**src/rtl/multimode_counter_pkg.sv**
```systemverilog
// Shared encodings for the multimode counter: count modes and direction states.
package multimode_counter_pkg;

    // Count mode selected on the mode input.
    typedef enum logic [1:0] {
        MODE_UP       = 2'b00,
        MODE_DOWN     = 2'b01,
        MODE_PINGPONG = 2'b10,
        MODE_HOLD     = 2'b11
    } mode_e;

    // Counting direction; also the state of the ping-pong direction FSM.
    typedef enum logic {
        DIR_DOWN = 1'b0,
        DIR_UP   = 1'b1
    } dir_e;

endpackage : multimode_counter_pkg

```
**src/rtl/multimode_counter_if.sv**
```systemverilog
// Control/status bundle of the multimode counter. The master drives the
// controls and observes the count; the slave is the counter itself.
interface multimode_counter_if #(
    parameter int WIDTH = 4
);
    logic             en;
    logic             load;
    logic [WIDTH-1:0] load_val;
    logic [1:0]       mode;
    logic [WIDTH-1:0] q;
    logic             dir;
    logic             tc;

    modport master (output en, load, load_val, mode, input q, dir, tc);
    modport slave  (input en, load, load_val, mode, output q, dir, tc);
endinterface : multimode_counter_if

```
**src/rtl/multimode_counter_next.sv**
```systemverilog
// Combinational successor of the counter state for one enabled step:
// next count, next direction and the terminal-count flag.
module multimode_counter_next
    import multimode_counter_pkg::*;
#(
    parameter int WIDTH    = 4,
    parameter int MODULUS  = 16,
    parameter int SATURATE = 0
) (
    input  logic [WIDTH-1:0] i_q,
    input  dir_e             i_dir,
    input  mode_e            i_mode,
    output logic [WIDTH-1:0] o_q,
    output dir_e             o_dir,
    output logic             o_tc
);
    localparam logic [WIDTH-1:0] ZERO   = '0;
    localparam logic [WIDTH-1:0] ONE    = WIDTH'(1);
    localparam logic [WIDTH-1:0] LIM    = WIDTH'(MODULUS - 1);
    localparam logic [WIDTH-1:0] LIM_M2 = WIDTH'(MODULUS - 2);

    // Step rules per mode; the limit tests use >= on the top end so that an
    // out-of-range count can never be carried forward.
    always_comb begin
        o_q   = i_q;
        o_dir = i_dir;
        o_tc  = 1'b0;
        case (i_mode)
            MODE_UP: begin
                o_dir = DIR_UP;
                if (i_q >= LIM) begin
                    o_tc = 1'b1;
                    if (SATURATE != 0) begin
                        o_q = i_q;
                    end else begin
                        o_q = ZERO;
                    end
                end else begin
                    o_q = i_q + ONE;
                end
            end
            MODE_DOWN: begin
                o_dir = DIR_DOWN;
                if (i_q == ZERO) begin
                    o_tc = 1'b1;
                    if (SATURATE != 0) begin
                        o_q = i_q;
                    end else begin
                        o_q = LIM;
                    end
                end else begin
                    o_q = i_q - ONE;
                end
            end
            MODE_PINGPONG: begin
                if (i_dir == DIR_UP) begin
                    if (i_q >= LIM) begin
                        o_q   = LIM_M2;
                        o_dir = DIR_DOWN;
                        o_tc  = 1'b1;
                    end else begin
                        o_q = i_q + ONE;
                    end
                end else begin
                    if (i_q == ZERO) begin
                        o_q   = ONE;
                        o_dir = DIR_UP;
                        o_tc  = 1'b1;
                    end else begin
                        o_q = i_q - ONE;
                    end
                end
            end
            MODE_HOLD: begin
                o_q   = i_q;
                o_dir = i_dir;
                o_tc  = 1'b0;
            end
            default: begin
                o_q   = i_q;
                o_dir = i_dir;
                o_tc  = 1'b0;
            end
        endcase
    end
endmodule : multimode_counter_next

```
**src/rtl/multimode_counter.sv**
```systemverilog
// Parametrised up/down/ping-pong/hold counter with enable, clamped parallel
// load, optional saturation and a registered terminal-count pulse.
module multimode_counter
    import multimode_counter_pkg::*;
#(
    parameter int WIDTH    = 4,
    parameter int MODULUS  = 16,
    parameter int SATURATE = 0
) (
    input  logic                clk,
    input  logic                reset,
    multimode_counter_if.slave  bus
);
    generate
        if (WIDTH < 1 || MODULUS < 2 || MODULUS > (2 ** WIDTH)) begin : g_bad_param
            $error("multimode_counter: MODULUS must lie in 2..2**WIDTH");
        end
    endgenerate

    localparam logic [WIDTH:0]   MOD_EXT = (WIDTH + 1)'(MODULUS);
    localparam logic [WIDTH-1:0] LIM     = WIDTH'(MODULUS - 1);

    logic [WIDTH-1:0] r_q;
    dir_e             r_dir;
    logic             r_tc;

    logic [WIDTH-1:0] w_q_nxt;
    dir_e             w_dir_nxt;
    logic             w_tc_nxt;
    logic [WIDTH-1:0] w_load_q;

    multimode_counter_next #(
        .WIDTH    (WIDTH),
        .MODULUS  (MODULUS),
        .SATURATE (SATURATE)
    ) u_next (
        .i_q    (r_q),
        .i_dir  (r_dir),
        .i_mode (mode_e'(bus.mode)),
        .o_q    (w_q_nxt),
        .o_dir  (w_dir_nxt),
        .o_tc   (w_tc_nxt)
    );

    // Clamp the load value into the legal count range (compare one bit wider
    // so MODULUS == 2**WIDTH needs no special case).
    always_comb begin
        w_load_q = LIM;
        if ({1'b0, bus.load_val} < MOD_EXT) begin
            w_load_q = bus.load_val;
        end else begin
            w_load_q = LIM;
        end
    end

    // State registers with priority reset > load > enable; tc only follows a step.
    always_ff @(posedge clk) begin
        if (!reset) begin
            r_q   <= '0;
            r_dir <= DIR_UP;
            r_tc  <= 1'b0;
        end else if (bus.load) begin
            r_q   <= w_load_q;
            r_tc  <= 1'b0;
        end else if (bus.en) begin
            r_q   <= w_q_nxt;
            r_dir <= w_dir_nxt;
            r_tc  <= w_tc_nxt;
        end else begin
            r_tc  <= 1'b0;
        end
    end

    assign bus.q   = r_q;
    assign bus.dir = r_dir;
    assign bus.tc  = r_tc;
endmodule : multimode_counter
```
**src/flat_wrapper.sv**
```systemverilog
// flat-port wrapper written by rule: the top's interface ports become plain ports
module multimode_counter_flat import multimode_counter_pkg::*;
#(
    parameter int WIDTH    = 4,
    parameter int MODULUS  = 16,
    parameter int SATURATE = 0
)
  (clk, reset, bus_en, bus_load, bus_load_val, bus_mode, bus_q, bus_dir, bus_tc);
  multimode_counter_if #(.WIDTH(WIDTH)) bus_i ();
  input  logic clk;
  input  logic reset;
  input wire logic [$bits(bus_i.en)-1:0] bus_en;
  input wire logic [$bits(bus_i.load)-1:0] bus_load;
  input wire logic [$bits(bus_i.load_val)-1:0] bus_load_val;
  input wire logic [$bits(bus_i.mode)-1:0] bus_mode;
  output wire logic [$bits(bus_i.q)-1:0] bus_q;
  output wire logic [$bits(bus_i.dir)-1:0] bus_dir;
  output wire logic [$bits(bus_i.tc)-1:0] bus_tc;
  assign bus_i.en = bus_en;
  assign bus_i.load = bus_load;
  assign bus_i.load_val = bus_load_val;
  assign bus_i.mode = bus_mode;
  assign bus_q = bus_i.q;
  assign bus_dir = bus_i.dir;
  assign bus_tc = bus_i.tc;
  multimode_counter #(.WIDTH(WIDTH), .MODULUS(MODULUS), .SATURATE(SATURATE)) u_core (.clk(clk), .reset(reset), .bus(bus_i));
endmodule
```
**config.mk**
```make
export PLATFORM = sky130hd
export DESIGN_NAME = multimode_counter_flat
export DESIGN_NICKNAME = d
export VERILOG_FILES = /design/src/rtl/multimode_counter_pkg.sv /design/src/rtl/multimode_counter_if.sv /design/src/rtl/multimode_counter_next.sv /design/src/rtl/multimode_counter.sv /design/src/flat_wrapper.sv
export SDC_FILE = /design/constraint.sdc
export NUM_CORES = 1
export LEC_CHECK = 0
export ABC_AREA = 1
export CAP_MARGIN = 25
export CELL_PAD_IN_SITES_DETAIL_PLACEMENT = 1
export CELL_PAD_IN_SITES_GLOBAL_PLACEMENT = 1
export CORE_MARGIN = 3
export CORE_UTILIZATION = 33
export DETAILED_ROUTE_END_ITERATION = 8
export PLACE_DENSITY_LB_ADDON = 0.1
export SKIP_LAST_GASP = 1
export SLEW_MARGIN = 20
export SYNTH_ARGS = -nofsm -noshare
export SYNTH_HDL_FRONTEND = slang
export SYNTH_SLANG_ARGS = --single-unit
```
**constraint.sdc**
```tcl
create_clock -name clk -period 1.65 [get_ports clk]
set_input_delay 0.33 -clock clk [delete_from_list [all_inputs] [get_ports clk]]
set_output_delay 0.33 -clock clk [all_outputs]
set_load 0.01 [all_outputs]
```
Fig. 1: run 1, M3 wires
Scale bar: 20 um.
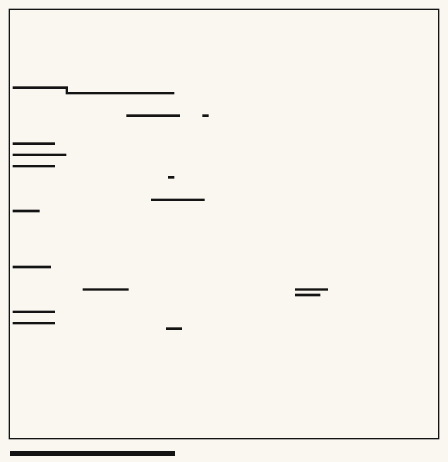
share of all routed wire = 3.6%
main direction = horizontal
longest straight run = 12.9 um
wire length on this layer = 79.1 um
nets with wire on the layer = 12

Fig. 2: run 1, sizing map
Scale bar: 20 um.
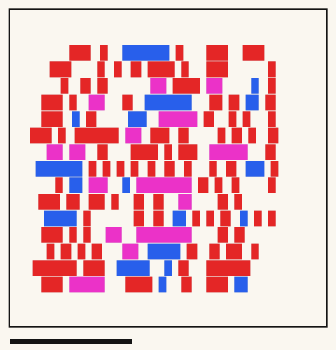
red -> _0 and _1 cells  # cells 96, share 74%
magenta -> _3 and _4 cells  # cells 15, share 12%
blue -> _2 cells  # cells 18, share 14%

==> flow_summary.html, run 1 <==
<!-- implementation run metrics -->
<table>
<tr><th>Metric</th><th>Value</th></tr>
<tr><th colspan="2">Run status</th></tr>
<tr><td>Outcome</td><td>completed</td></tr>
<tr><th colspan="2">STA</th></tr>
<tr><td>Final Max Tran Viols</td><td>0</td></tr>
<tr><td>Least-Margin Pin Slew</td><td>284 ps</td></tr>
<tr><td>Fin crit period</td><td>~1600 ps</td></tr>
<tr><td>Hold violation count in the final report</td><td>0</td></tr>
<tr><td>Final Cycle Share</td><td>0.983</td></tr>
<tr><td>Max Clock Skew</td><td>between 4 and 5 ps</td></tr>
<tr><td>Final setup vio count</td><td>0</td></tr>
<tr><td>Setup repair after global routing missed its margin</td><td>yes</td></tr>
<tr><td>Achievable Freq</td><td>roughly 600 MHz</td></tr>
<tr><td>Relative slew slack</td><td>0.809</td></tr>
<tr><th colspan="2">Placed design</th></tr>
<tr><td># placed instances</td><td>approximately 150</td></tr>
<tr><td>Placer Congestion</td><td>0.873</td></tr>
<tr><td>Number of buffers inserted by port buffering</td><td>15</td></tr>
<tr><td>Post-detail-place hpwl</td><td>between 1500 and 2000 um</td></tr>
<tr><th colspan="2">Routing</th></tr>
<tr><td>DRT Wirelength</td><td>~2200 um</td></tr>
<tr><td>Via density per instance</td><td>about 5</td></tr>
<tr><td>1st-pass router iterations</td><td>5</td></tr>
<tr><td>Drt drc</td><td>0</td></tr>
<tr><td>Average detailed-routed wire length per instance</td><td>between 10 and 15 um</td></tr>
<tr><td>First DRT Iteration DRCs</td><td>12</td></tr>
<tr><td>Number of antenna-violating nets in the routed design</td><td>0</td></tr>
<tr><td>Number of vias after detailed routing</td><td>770</td></tr>
<tr><th colspan="2">Clocking</th></tr>
<tr><td>TritonCTS Buffers</td><td>3</td></tr>
<tr><td>CTS tree</td><td>done</td></tr>
<tr><td>Root buffer cell</td><td>sky130_fd_sc_hd__clkbuf_4</td></tr>
<tr><td>TritonCTS sink count</td><td>6</td></tr>
<tr><td>Clock-pin slew on the worst setup and hold paths</td><td>about 60 ps</td></tr>
<tr><td>Source-to-sink clock delay at the later pin of the worst-skew pair</td><td>between 200 and 300 ps</td></tr>
<tr><td>Total setup buffers inserted after CTS</td><td>0</td></tr>
<tr><td># H-tree levels</td><td>1</td></tr>
<tr><td># hold bufs at CTS</td><td>0</td></tr>
<tr><td>Maximum count of clock buffers along a single path</td><td>2</td></tr>
<tr><th colspan="2">Pwr</th></tr>
<tr><td>Power density over the cells</td><td>586 nW/um^2</td></tr>
<tr><td>VDD IR max</td><td>roughly 0.30 mV</td></tr>
<tr><td>Final Total Pwr</td><td>roughly 0.00057 W</td></tr>
<tr><th colspan="2">Min path</th></tr>
<tr><td>Worst Hold Class</td><td>flop to flop</td></tr>
<tr><th colspan="2">Layout</th></tr>
<tr><td>Count of nets after finishing</td><td>approximately 150</td></tr>
<tr><td>Number of inserted filler cells in the final layout</td><td>248</td></tr>
<tr><td>Synth-to-layout area growth</td><td>39.0%</td></tr>
<tr><td>Leading cell types in the layout, fill and taps excluded</td><td>sky130_fd_sc_hd__nand2_1 (23), sky130_fd_sc_hd__inv_1 (14), sky130_fd_sc_hd__clkdlybuf4s50_1 (13), sky130_fd_sc_hd__a21oi_1 (9), sky130_fd_sc_hd__nand3_1 (9)</td></tr>
<tr><td>Most numerous logic cell after layout</td><td>sky130_fd_sc_hd__nand2_1</td></tr>
<tr><td>Fraction of final layout cells sized beyond drive strength 1</td><td>0.256</td></tr>
<tr><td>Cell Count, Final, Fillers Out</td><td>about 150</td></tr>
<tr><th colspan="2">Die</th></tr>
<tr><td>I/O pin count</td><td>16</td></tr>
<tr><td>Core ar.</td><td>1860 um^2</td></tr>
<tr><td>Horizontal die dimension</td><td>51.9 um</td></tr>
<tr><td>Chip Height</td><td>51.9 um</td></tr>
<tr><td>Number of rows in the core area</td><td>15</td></tr>
<tr><td>Core utilization at floorplan</td><td>0.374</td></tr>
<tr><td>Die area</td><td>about 2700 um^2</td></tr>
<tr><th colspan="2">Synth</th></tr>
<tr><td>List of most frequent post-synthesis cells</td><td>sky130_fd_sc_hd__nand2_1 (23), sky130_fd_sc_hd__inv_1 (18), sky130_fd_sc_hd__a21oi_1 (9), sky130_fd_sc_hd__nand3_1 (9)</td></tr>
<tr><td>FF+latch count, synth</td><td>6</td></tr>
<tr><td>Number of nets at floorplan</td><td>124</td></tr>
<tr><td>Fraction of post-synthesis cell area in the top cell type by area</td><td>0.173</td></tr>
<tr><td>Post-synth area hogs</td><td>sky130_fd_sc_hd__dfxtp_1 (17%), sky130_fd_sc_hd__ha_1 (13%), sky130_fd_sc_hd__nand2_1 (12%)</td></tr>
<tr><td>Yosys synthesis chip area</td><td>~700 um^2</td></tr>
<tr><td>Number of cells produced by synthesis</td><td>107</td></tr>
<tr><td>Register area share after synthesis</td><td>0.173</td></tr>
<tr><td>Flip-flops with a built-in enable</td><td>0</td></tr>
<tr><td>Yosys cell count</td><td>about 110</td></tr>
<tr><td>Cell type with the largest total area</td><td>sky130_fd_sc_hd__dfxtp_1</td></tr>
<tr><td>Fraction of registers with async set/reset</td><td>0</td></tr>
<tr><td>Post-synthesis cell type with the largest instance count</td><td>sky130_fd_sc_hd__nand2_1</td></tr>
<tr><td>Most used flip-flop cell after synthesis</td><td>sky130_fd_sc_hd__dfxtp_1</td></tr>
<tr><td>Yosys warning count</td><td>0</td></tr>
<tr><td>Synthesized area per cell</td><td>roughly 6.5 um^2</td></tr>
<tr><td>Post-Syn Area</td><td>696 um^2</td></tr>
<tr><td>Library cells used by synthesis</td><td>24</td></tr>
<tr><th colspan="2">Worst setup path</th></tr>
<tr><td>Worst endpoint required time</td><td>between 1000 and 1500 ps</td></tr>
<tr><td>Crit-path slowest cell</td><td>sky130_fd_sc_hd__clkdlybuf4s50_1</td></tr>
<tr><td>Worst Setup Path Type</td><td>flop to output port</td></tr>
<tr><td>CP Capture Type</td><td>output port</td></tr>
<tr><td>Largest incremental delay on the critical path</td><td>520 ps</td></tr>
<tr><td>Worst path bufs/invs</td><td>2</td></tr>
<tr><td>Arrival time reported for the critical path endpoint</td><td>around 1300 ps</td></tr>
<tr><td>Kind of cell with the highest combined delay on the critical path</td><td>buffers and inverters</td></tr>
<tr><td>Critical Path, Cell by Cell</td><td>buf_4, clkdlybuf4s50_1</td></tr>
<tr><td>Peak fanout along the critical path</td><td>4</td></tr>
<tr><th colspan="2">Run</th></tr>
<tr><td>Tool warnings</td><td>33</td></tr>
<tr><th colspan="2">GRT</th></tr>
<tr><td>Number of global-route vias before repair</td><td>a little over 800</td></tr>
<tr><td>Grt ovf</td><td>0</td></tr>
<tr><td>Global-route wire length before repair</td><td>approximately 3600 um</td></tr>
<tr><td>Antenna violations before repair</td><td>0</td></tr>
<tr><td>Overall Global Routing Usage</td><td>0.184</td></tr>
</table>
Fig. 3: run 1, wiring by layer
Scale bar: 20 um.
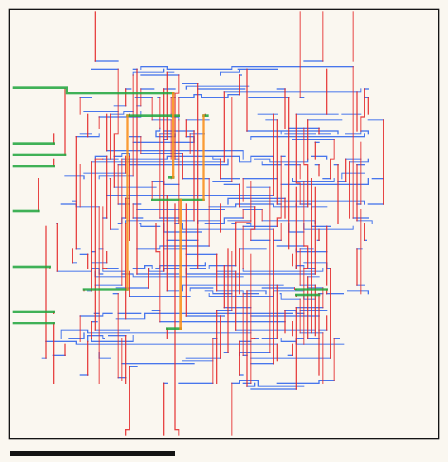
blue -> metal 1  # wire length 991 um
orange -> metal 4  # wire length 57.1 um
green -> metal 3  # wire length 79.1 um
red -> metal 2  # wire length 1100 um

run 1: worst register-to-register path, cell delays in order (launching register included):
cell	delay, ps
sky130_fd_sc_hd__dfxtp_2	340
sky130_fd_sc_hd__inv_1	130
sky130_fd_sc_hd__ha_2	260
sky130_fd_sc_hd__nand3_4	130
sky130_fd_sc_hd__inv_4	90
sky130_fd_sc_hd__nand2_2	50
sky130_fd_sc_hd__nand2_1	60
sky130_fd_sc_hd__inv_1	40
sky130_fd_sc_hd__nand2_1	50
sky130_fd_sc_hd__inv_1	40
sky130_fd_sc_hd__nand2_1	90
sky130_fd_sc_hd__nand2_1	80
sky130_fd_sc_hd__a21oi_2	110
run 1: repair_timing:
| action | 4_1_cts | 5_1_grt |
|---|---|---|
| gates resized | 1 | 14 |
| hold endpoints to repair | 0 | 0 |
| setup endpoints to repair | 1 | 5 |
run 1: final cells by class:
cell class                      count  area (um^2)  share of cell area
Clock buffer                        3         22.5              0.0233
Multi-Input combinational cell     78          507               0.524
Sequential cell                     6          124               0.128
Tap cell                           25         31.3              0.0323
Inverter                           22         90.1              0.0931
Timing Repair Buffer               20          193               0.199
run 1: stage by stage:
| stage | cell area, um^2 | hold WS [ps] | setup TNS [ps] | setup WS, ps | util |
|---|---|---|---|---|---|
| global placement | 903 | 625 | -647 | -183 | 0.486 |
| floorplan | 696 | 474 | 0 | 205 | - |
| global route | 967 | 682 | -4.17 | -4.17 | 0.521 |
| finish | 967 | 639 | 0 | 28.2 | 0.521 |
| detailed placement | 903 | 635 | -998 | -266 | 0.486 |
| CTS | 927 | 646 | -4.44 | -4.44 | 0.499 |
run 1: report_power, final:
group / leakage, nW / switching, W / internal, W
Sequential: 0.0504 / 0.0000119 / 0.000156
Clock: 0.0138 / 0.0000691 / 0.0000834
Combinational: 0.378 / 0.000138 / 0.000109
run 1: sequential cells by signal (all words and copies together) (netlist names):
register        cells
u_core.bus.tc       1
u_core.bus.dir      1
u_core.bus.q        4
run 1: routing by layer:
layer  vias to the layer above  wire length [um]  global-route usage
li1                        394                 -                   -
met3                         8                79              0.0258
met1                       350               990               0.222
met2                        18              1090               0.322
met5                         -                 0                   0
met4                         0                57              0.0786
run 1: cells by family after synthesis:
family	count (synthesis)	synth area share
AND/OR/NAND/NOR	44	0.331
adder cells (fa/ha/maj)	7	0.126
buffers and inverters	23	0.146
AND-OR/OR-AND	25	0.200
XOR/XNOR	2	0.0252
flip-flops	6	0.173
run 1: worst paths after layout:
path	to	cells after the start	slack, ps	start
max	bus_q[0]	2	30	u_core.bus.q[0]
min	u_core.bus.dir	2	640	u_core.bus.dir
max reg2reg	u_core.bus.q[3]	12	120	u_core.bus.q[1]
min reg2reg	u_core.bus.dir	2	640	u_core.bus.dir
## Run 2: what changed since run 1
- RECOVER_POWER: unset -> 25
- SLEW_MARGIN: 20 -> unset
Fig. 4: run 2, sizing map
Scale bar: 20 um.
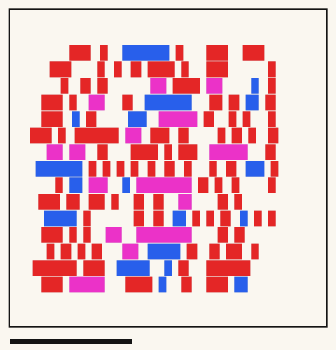
red -> _0 and _1 cells  # cells 96, share 74%
blue -> _2 cells  # cells 18, share 14%
magenta -> _3 and _4 cells  # cells 15, share 12%
synth-to-layout area growth: 39.0%
post-layout instance area: 967 um^2

==> run 2 against run 1 <==
Compared with the run above: combinational power is essentially flat; sequential cell count is the same; synthesized cell count is the same; final area is the same; largest power group unchanged; count of clock-buffer cells in the layout is the same; utilization is the same.
==> flow_summary.html, run 2 <==
<!-- implementation run metrics -->
<table>
<tr><th>Metric</th><th>Value</th></tr>
<tr><th colspan="2">STA</th></tr>
<tr><td>Hold violation count in the final report</td><td>0 (unchanged)</td></tr>
<tr><td>Fin crit period</td><td>1620 ps (about the same)</td></tr>
<tr><td>Final Max Tran Viols</td><td>0 (unchanged)</td></tr>
<tr><td>Setup repair after global routing missed its margin</td><td>yes (unchanged)</td></tr>
<tr><th colspan="2">Worst setup path</th></tr>
<tr><td>Peak fanout along the critical path</td><td>4 (unchanged)</td></tr>
<tr><td>Critical Path, Cell by Cell</td><td>buf_4, clkdlybuf4s50_1 (unchanged)</td></tr>
<tr><td>Worst Setup Path Type</td><td>flop to output port (unchanged)</td></tr>
<tr><td>Crit-path slowest cell</td><td>sky130_fd_sc_hd__clkdlybuf4s50_1 (unchanged)</td></tr>
<tr><td>Worst endpoint required time</td><td>1320 ps (about the same)</td></tr>
<tr><th colspan="2">Layout</th></tr>
<tr><td>Number of inserted filler cells in the final layout</td><td>248 (unchanged)</td></tr>
<tr><td>Fraction of final layout cells sized beyond drive strength 1</td><td>0.256 (unchanged)</td></tr>
<tr><td>FF/Latch Area</td><td>124 um^2 (unchanged)</td></tr>
<tr><th colspan="2">Placed design</th></tr>
<tr><td>Placer Congestion</td><td>0.873 (unchanged)</td></tr>
<tr><td>Post-detail-place hpwl</td><td>1680 um (unchanged)</td></tr>
<tr><td>Area post-placement</td><td>903 um^2 (unchanged)</td></tr>
<tr><td>Number of buffers inserted by port buffering</td><td>15 (unchanged)</td></tr>
<tr><th colspan="2">Die</th></tr>
<tr><td>Horizontal die dimension</td><td>51.9 um (unchanged)</td></tr>
<tr><td>Core ar.</td><td>1860 um^2 (unchanged)</td></tr>
<tr><th colspan="2">Routing</th></tr>
<tr><td>Number of antenna-violating nets in the routed design</td><td>0 (unchanged)</td></tr>
<tr><td>Average detailed-routed wire length per instance</td><td>14.4 um (about the same)</td></tr>
<tr><td>1st-pass router iterations</td><td>4 (was 5)</td></tr>
<tr><td>DRT Wirelength</td><td>2220 um (about the same)</td></tr>
<tr><td>Via density per instance</td><td>4.94 (was 5.00)</td></tr>
<tr><td>Drt drc</td><td>0 (unchanged)</td></tr>
<tr><th colspan="2">Run status</th></tr>
<tr><td>Outcome</td><td>completed (unchanged)</td></tr>
<tr><th colspan="2">Synth</th></tr>
<tr><td>FF+latch count, synth</td><td>6 (unchanged)</td></tr>
<tr><td>Yosys warning count</td><td>0 (unchanged)</td></tr>
<tr><td>List of most frequent post-synthesis cells</td><td>sky130_fd_sc_hd__nand2_1 (23), sky130_fd_sc_hd__inv_1 (18), sky130_fd_sc_hd__a21oi_1 (9), sky130_fd_sc_hd__nand3_1 (9) (unchanged)</td></tr>
<tr><td>Yosys synthesis chip area</td><td>696 um^2 (unchanged)</td></tr>
<tr><td>Library cells used by synthesis</td><td>24 (unchanged)</td></tr>
<tr><td>Post-synth area hogs</td><td>sky130_fd_sc_hd__dfxtp_1 (17%), sky130_fd_sc_hd__ha_1 (13%), sky130_fd_sc_hd__nand2_1 (12%) (unchanged)</td></tr>
<tr><td>Cell type with the largest total area</td><td>sky130_fd_sc_hd__dfxtp_1 (unchanged)</td></tr>
<tr><td>Synthesized area per cell</td><td>6.50 um^2 (unchanged)</td></tr>
<tr><td>Number of nets at floorplan</td><td>124 (unchanged)</td></tr>
<tr><td>Fraction of post-synthesis cell area in the top cell type by area</td><td>0.173 (unchanged)</td></tr>
<tr><th colspan="2">Clocking</th></tr>
<tr><td>TritonCTS sink count</td><td>6 (unchanged)</td></tr>
<tr><td>CTS tree</td><td>done (unchanged)</td></tr>
<tr><td># H-tree levels</td><td>1 (unchanged)</td></tr>
<tr><td>Total setup buffers inserted after CTS</td><td>0 (unchanged)</td></tr>
<tr><th colspan="2">Pwr</th></tr>
<tr><td>Power density over the cells</td><td>585 nW/um^2 (was 586 nW/um^2)</td></tr>
<tr><td>VDD IR max</td><td>0.297 mV (about the same)</td></tr>
<tr><th colspan="2">GRT</th></tr>
<tr><td>Global-route wire length before repair</td><td>3570 um (unchanged)</td></tr>
<tr><td>Number of global-route vias before repair</td><td>811 (unchanged)</td></tr>
<tr><th colspan="2">Run</th></tr>
<tr><td>Tool warnings</td><td>33 (unchanged)</td></tr>
</table>
## run 2: cell families (layout without fill, tap and decap cells)
| logic type | count (synthesis) | count (layout) | synth area share |
|---|---|---|---|
| AOI/OAI and AO/OA | 25 | 25 | 0.200 |
| and+or+nand+nor | 44 | 44 | 0.331 |
| xor gates and xnor gates | 2 | 2 | 0.0252 |
| buffers and inverters | 23 | 45 | 0.146 |
| adders and majority gates | 7 | 7 | 0.126 |
| DFF | 6 | 6 | 0.173 |
## run 2: where the power goes
group | internal [W] | switching [W]
Combinational | 0.000108 | 0.000138
Clock | 0.0000834 | 0.0000691
Sequential | 0.000156 | 0.0000118
Total | 0.000347 | 0.000219
## run 2: area by class of cell
type                            count  area share
Tap cell                           25      0.0323
Clock buffer                        3      0.0233
Multi-Input combinational cell     78       0.524
Inverter                           22      0.0931
Sequential cell                     6       0.128
Timing Repair Buffer               20       0.199
## run 2: worst reg2reg max path: stages, from the launching register on
cell,delay (ps)
sky130_fd_sc_hd__dfxtp_2,340
sky130_fd_sc_hd__inv_1,130
sky130_fd_sc_hd__ha_2,260
sky130_fd_sc_hd__nand3_4,130
sky130_fd_sc_hd__inv_4,90
sky130_fd_sc_hd__nand2_2,50
sky130_fd_sc_hd__nand2_1,60
sky130_fd_sc_hd__inv_1,40
sky130_fd_sc_hd__nand2_1,50
sky130_fd_sc_hd__inv_1,40
sky130_fd_sc_hd__nand2_1,90
sky130_fd_sc_hd__nand2_1,80
sky130_fd_sc_hd__a21oi_2,110
## run 2: what timing repair did
action	in CTS	in global routing
endpoints found under the setup margin	1	5
resized	1	14
pin swaps	0	0
hold endpoints to repair	0	0
## run 2: per-layer routing
layer	vias up	wire length, um	share of wire	GRT usage
met3	8	72	0.032	0.0258
li1	394	-	-	-
met4	0	57	0.026	0.0786
met2	14	1100	0.49	0.322
met1	345	991	0.45	0.222
met5	-	0	0	0
## run 2: path summary, 6_finish.rpt
check / slack [ps] / cells after the start / end / startpoint
setup / recovery: 30 / 2 / bus_q[0] / u_core.bus.q[0]
hold / removal: 640 / 2 / u_core.bus.dir / u_core.bus.dir
setup reg to reg: 120 / 12 / u_core.bus.q[3] / u_core.bus.q[1]
hold reg to reg: 640 / 2 / u_core.bus.dir / u_core.bus.dir
## run 2: per-stage QoR
step,utilization,hold slack [ps],setup slack (ps)
2_1_floorplan,-,474,205
3_3_place_gp,0.486,625,-183
3_5_place_dp,0.486,635,-266
4_1_cts,0.499,646,-4.44
5_1_grt,0.521,682,-4.17
6_report,0.521,638,28.2
Fig. 5: run 2, wiring by layer
Scale bar: 20 um.
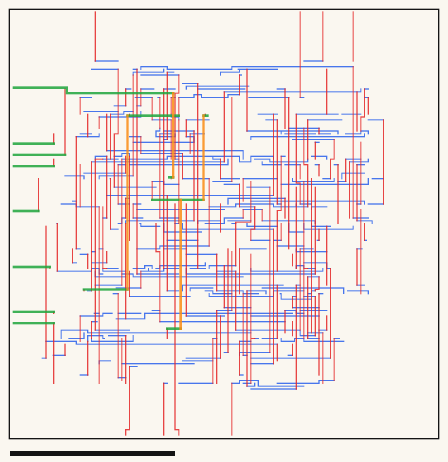

## Run 3: what changed since run 2
- CORE_MARGIN: 3 -> unset
- GPL_TIMING_DRIVEN: unset -> 0
- MAX_ROUTING_LAYER: unset -> met4
Fig. 6: run 3, wiring by layer
Scale bar: 10 um.
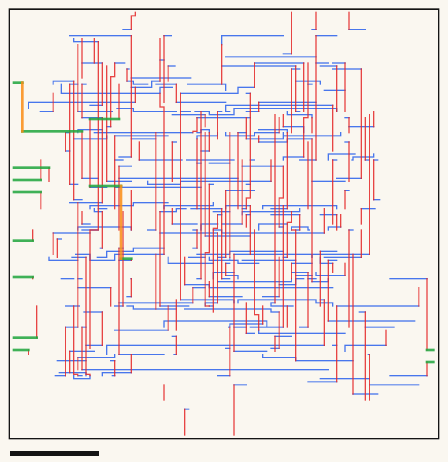
blue -> metal 1  # wire length 882 um
green -> metal 3  # wire length 35.0 um
orange -> metal 4  # wire length 13.6 um
red -> metal 2  # wire length 928 um

==> run 3 against run 2 <==
Compared with the run above: count of clock-buffer cells in the layout is the same; sequential share of layout area grew 0.50 points; final cell count shrank 1.3%; routed wire length decreased by 16%; critical endpoint is now u_core.bus.q[0]; largest cell class unchanged.
==> flow_summary.html, run 3 <==
<!-- implementation run metrics -->
<table>
<tr><th>Metric</th><th>Value</th></tr>
<tr><th colspan="2">Synth</th></tr>
<tr><td>FF+latch count, synth</td><td>6 (unchanged)</td></tr>
<tr><td>Number of nets at floorplan</td><td>124 (unchanged)</td></tr>
<tr><td>Number of cells produced by synthesis</td><td>107 (unchanged)</td></tr>
<tr><td>Post-synthesis cell type with the largest instance count</td><td>sky130_fd_sc_hd__nand2_1 (unchanged)</td></tr>
<tr><td>Library cells used by synthesis</td><td>24 (unchanged)</td></tr>
<tr><td>Yosys cell count</td><td>107 (unchanged)</td></tr>
<tr><td>Cell type with the largest total area</td><td>sky130_fd_sc_hd__dfxtp_1 (unchanged)</td></tr>
<tr><td>Post-synth area hogs</td><td>sky130_fd_sc_hd__dfxtp_1 (17%), sky130_fd_sc_hd__ha_1 (13%), sky130_fd_sc_hd__nand2_1 (12%) (unchanged)</td></tr>
<tr><td>Post-Syn Area</td><td>696 um^2 (unchanged)</td></tr>
<tr><td>Flip-flops with a built-in enable</td><td>0 (unchanged)</td></tr>
<tr><th colspan="2">Worst setup path</th></tr>
<tr><td>Arrival time reported for the critical path endpoint</td><td>1740 ps (was 1290 ps)</td></tr>
<tr><td>Startpoint of the worst register-to-register path</td><td>u_core.bus.q[0] (was u_core.bus.q[1])</td></tr>
<tr><td>Crit-path slowest cell</td><td>sky130_fd_sc_hd__clkdlybuf4s50_1 (unchanged)</td></tr>
<tr><td>Largest incremental delay on the critical path</td><td>450 ps (was 520 ps)</td></tr>
<tr><td>CP startpoint</td><td>bus_mode[0] (was u_core.bus.q[0])</td></tr>
<tr><th colspan="2">Clocking</th></tr>
<tr><td>Total setup buffers inserted after CTS</td><td>0 (unchanged)</td></tr>
<tr><td>TritonCTS Buffers</td><td>3 (unchanged)</td></tr>
<tr><td># H-tree levels</td><td>1 (unchanged)</td></tr>
<tr><td># hold bufs at CTS</td><td>0 (unchanged)</td></tr>
<tr><th colspan="2">Routing</th></tr>
<tr><td>Via density per instance</td><td>4.99 (was 4.94)</td></tr>
<tr><td>WL met1</td><td>882 um (was 991 um)</td></tr>
<tr><td>1st-pass router iterations</td><td>3 (was 4)</td></tr>
<tr><td>DRT Wirelength</td><td>1860 um (was 2220 um)</td></tr>
<tr><td>Uppermost signal routing layer after detailed routing</td><td>met4 (unchanged)</td></tr>
<tr><th colspan="2">Placed design</th></tr>
<tr><td>Area post-placement</td><td>880 um^2 (was 903 um^2)</td></tr>
<tr><td>Number of buffers inserted by port buffering</td><td>15 (unchanged)</td></tr>
<tr><th colspan="2">STA</th></tr>
<tr><td>Final Cycle Share</td><td>0.952 (was 0.983)</td></tr>
<tr><td>Relative slew slack</td><td>0.815 (was 0.809)</td></tr>
<tr><td>Least-Margin Pin Slew</td><td>276 ps (was 284 ps)</td></tr>
<tr><td>Hold violation count in the final report</td><td>0 (unchanged)</td></tr>
<tr><th colspan="2">Layout</th></tr>
<tr><td>Cell Count, Final, Fillers Out</td><td>152 (was 154)</td></tr>
<tr><td>Fraction of final layout cells sized beyond drive strength 1</td><td>0.200 (was 0.256)</td></tr>
<tr><td>Post-layout instance area</td><td>931 um^2 (was 967 um^2)</td></tr>
<tr><td>Leading cell types in the layout, fill and taps excluded</td><td>sky130_fd_sc_hd__nand2_1 (23), sky130_fd_sc_hd__inv_1 (17), sky130_fd_sc_hd__clkdlybuf4s50_1 (13), sky130_fd_sc_hd__a21oi_1 (9), sky130_fd_sc_hd__nand3_1 (9) (was sky130_fd_sc_hd__nand2_1 (23), sky130_fd_sc_hd__inv_1 (14), sky130_fd_sc_hd__clkdlybuf4s50_1 (11), sky130_fd_sc_hd__a21oi_1 (9), sky130_fd_sc_hd__nand3_1 (9))</td></tr>
<tr><td>Count of nets after finishing</td><td>144 (was 148)</td></tr>
<tr><td>Synth-to-layout area growth</td><td>33.8% (was 39.0%)</td></tr>
<tr><th colspan="2">Pwr</th></tr>
<tr><td>VDD IR max</td><td>0.340 mV (was 0.297 mV)</td></tr>
<tr><th colspan="2">Die</th></tr>
<tr><td>I/O pin count</td><td>16 (unchanged)</td></tr>
<tr><td>Horizontal die dimension</td><td>47.9 um (was 51.9 um)</td></tr>
<tr><th colspan="2">Min path</th></tr>
<tr><td>Worst Hold Class</td><td>flop to flop (unchanged)</td></tr>
<tr><th colspan="2">Run status</th></tr>
<tr><td>Outcome</td><td>completed (unchanged)</td></tr>
<tr><th colspan="2">GRT</th></tr>
<tr><td>Antenna violations before repair</td><td>0 (unchanged)</td></tr>
<tr><td>Overall Global Routing Usage</td><td>0.181 (was 0.184)</td></tr>
</table>
-- run 3: cell counts after synthesis --
Identical to the previous run, type by type.
-- run 3: logic make-up (layout without fill, tap and decap cells) --
group           after synthesis  count (layout)  synth area share
xor+xnor                      2               2            0.0252
compound gates               25              25             0.200
buf+inv                      23              41             0.146
fa+ha+maj                     7               7             0.126
flops                         6               6             0.173
simple gates                 44              44             0.331
-- run 3: path summary, 6_finish.rpt --
kind                     end  slack (ps)  cells after the start
min reg2reg   u_core.bus.dir         640                      2
min           u_core.bus.dir         640                      2
max reg2reg  u_core.bus.q[3]         100                     12
max          u_core.bus.q[0]          80                      7
-- run 3: worst max-delay path: cells and delay by family --
kind	cells	cell delay [ps]
AND-OR/OR-AND	2	230
adder cells (fa/ha/maj)	1	280
buffers and inverters	2	560
AND/OR/NAND/NOR	2	340
-- run 3: power by group --
| part | switching (W) | total (W) | internal [W] |
|---|---|---|---|
| logic | 0.000130 | 0.000234 | 0.000104 |
| registers | 0.0000122 | 0.000168 | 0.000156 |
| clock network | 0.0000544 | 0.000137 | 0.0000824 |
-- run 3: cell type report --
type | instances | area share
inverters | 22 | 0.0968
flip-flops and latches | 6 | 0.133
plain buffers | 1 | 0.0121
well taps | 27 | 0.0363
repair buffers | 15 | 0.161
multi-input cells | 78 | 0.536
clock buffers | 3 | 0.0242
-- run 3: metrics by stage --
stage	total power [W]	hold slack [ps]	TNS (ps)	setup slack (ps)	util
after CTS	0.000529	640	0	12.6	0.460
after floorplan	0.000312	474	0	205	-
final	0.000538	645	0	78.6	0.474
after global placement	0.000388	652	-907	-286	0.448
after global routing	0.000573	687	-30.6	-14.3	0.474
after detailed placement	0.000392	637	-1010	-283	0.448
-- run 3: routing by layer --
layer / global-route usage / up-vias
met5: - / -
met4: 0.0667 / 0
met3: 0.0113 / 4
met2: 0.305 / 14
met1: 0.224 / 357
li1: - / 384

==> layout pictures side by side <==
Ports around the boundary.
shot_01.png
Scale bar: 20 um. Pins as bars across the die edge, other pins in gray.
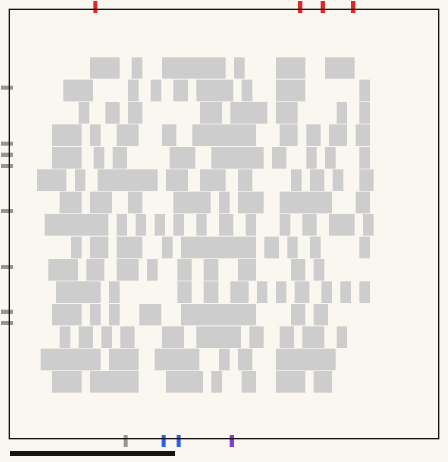
shot_02.png
Scale bar: 10 um. Pins as bars across the die edge, other pins in gray.
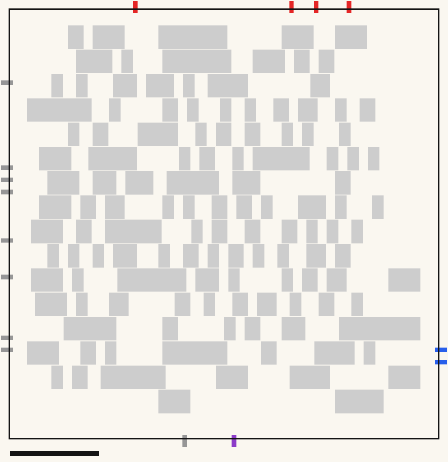
shot_01.png comes from run 1.
shot_02.png comes from run 3.
Of these, largest die: shot_01.png

Power and IR drop assume default switching activity.
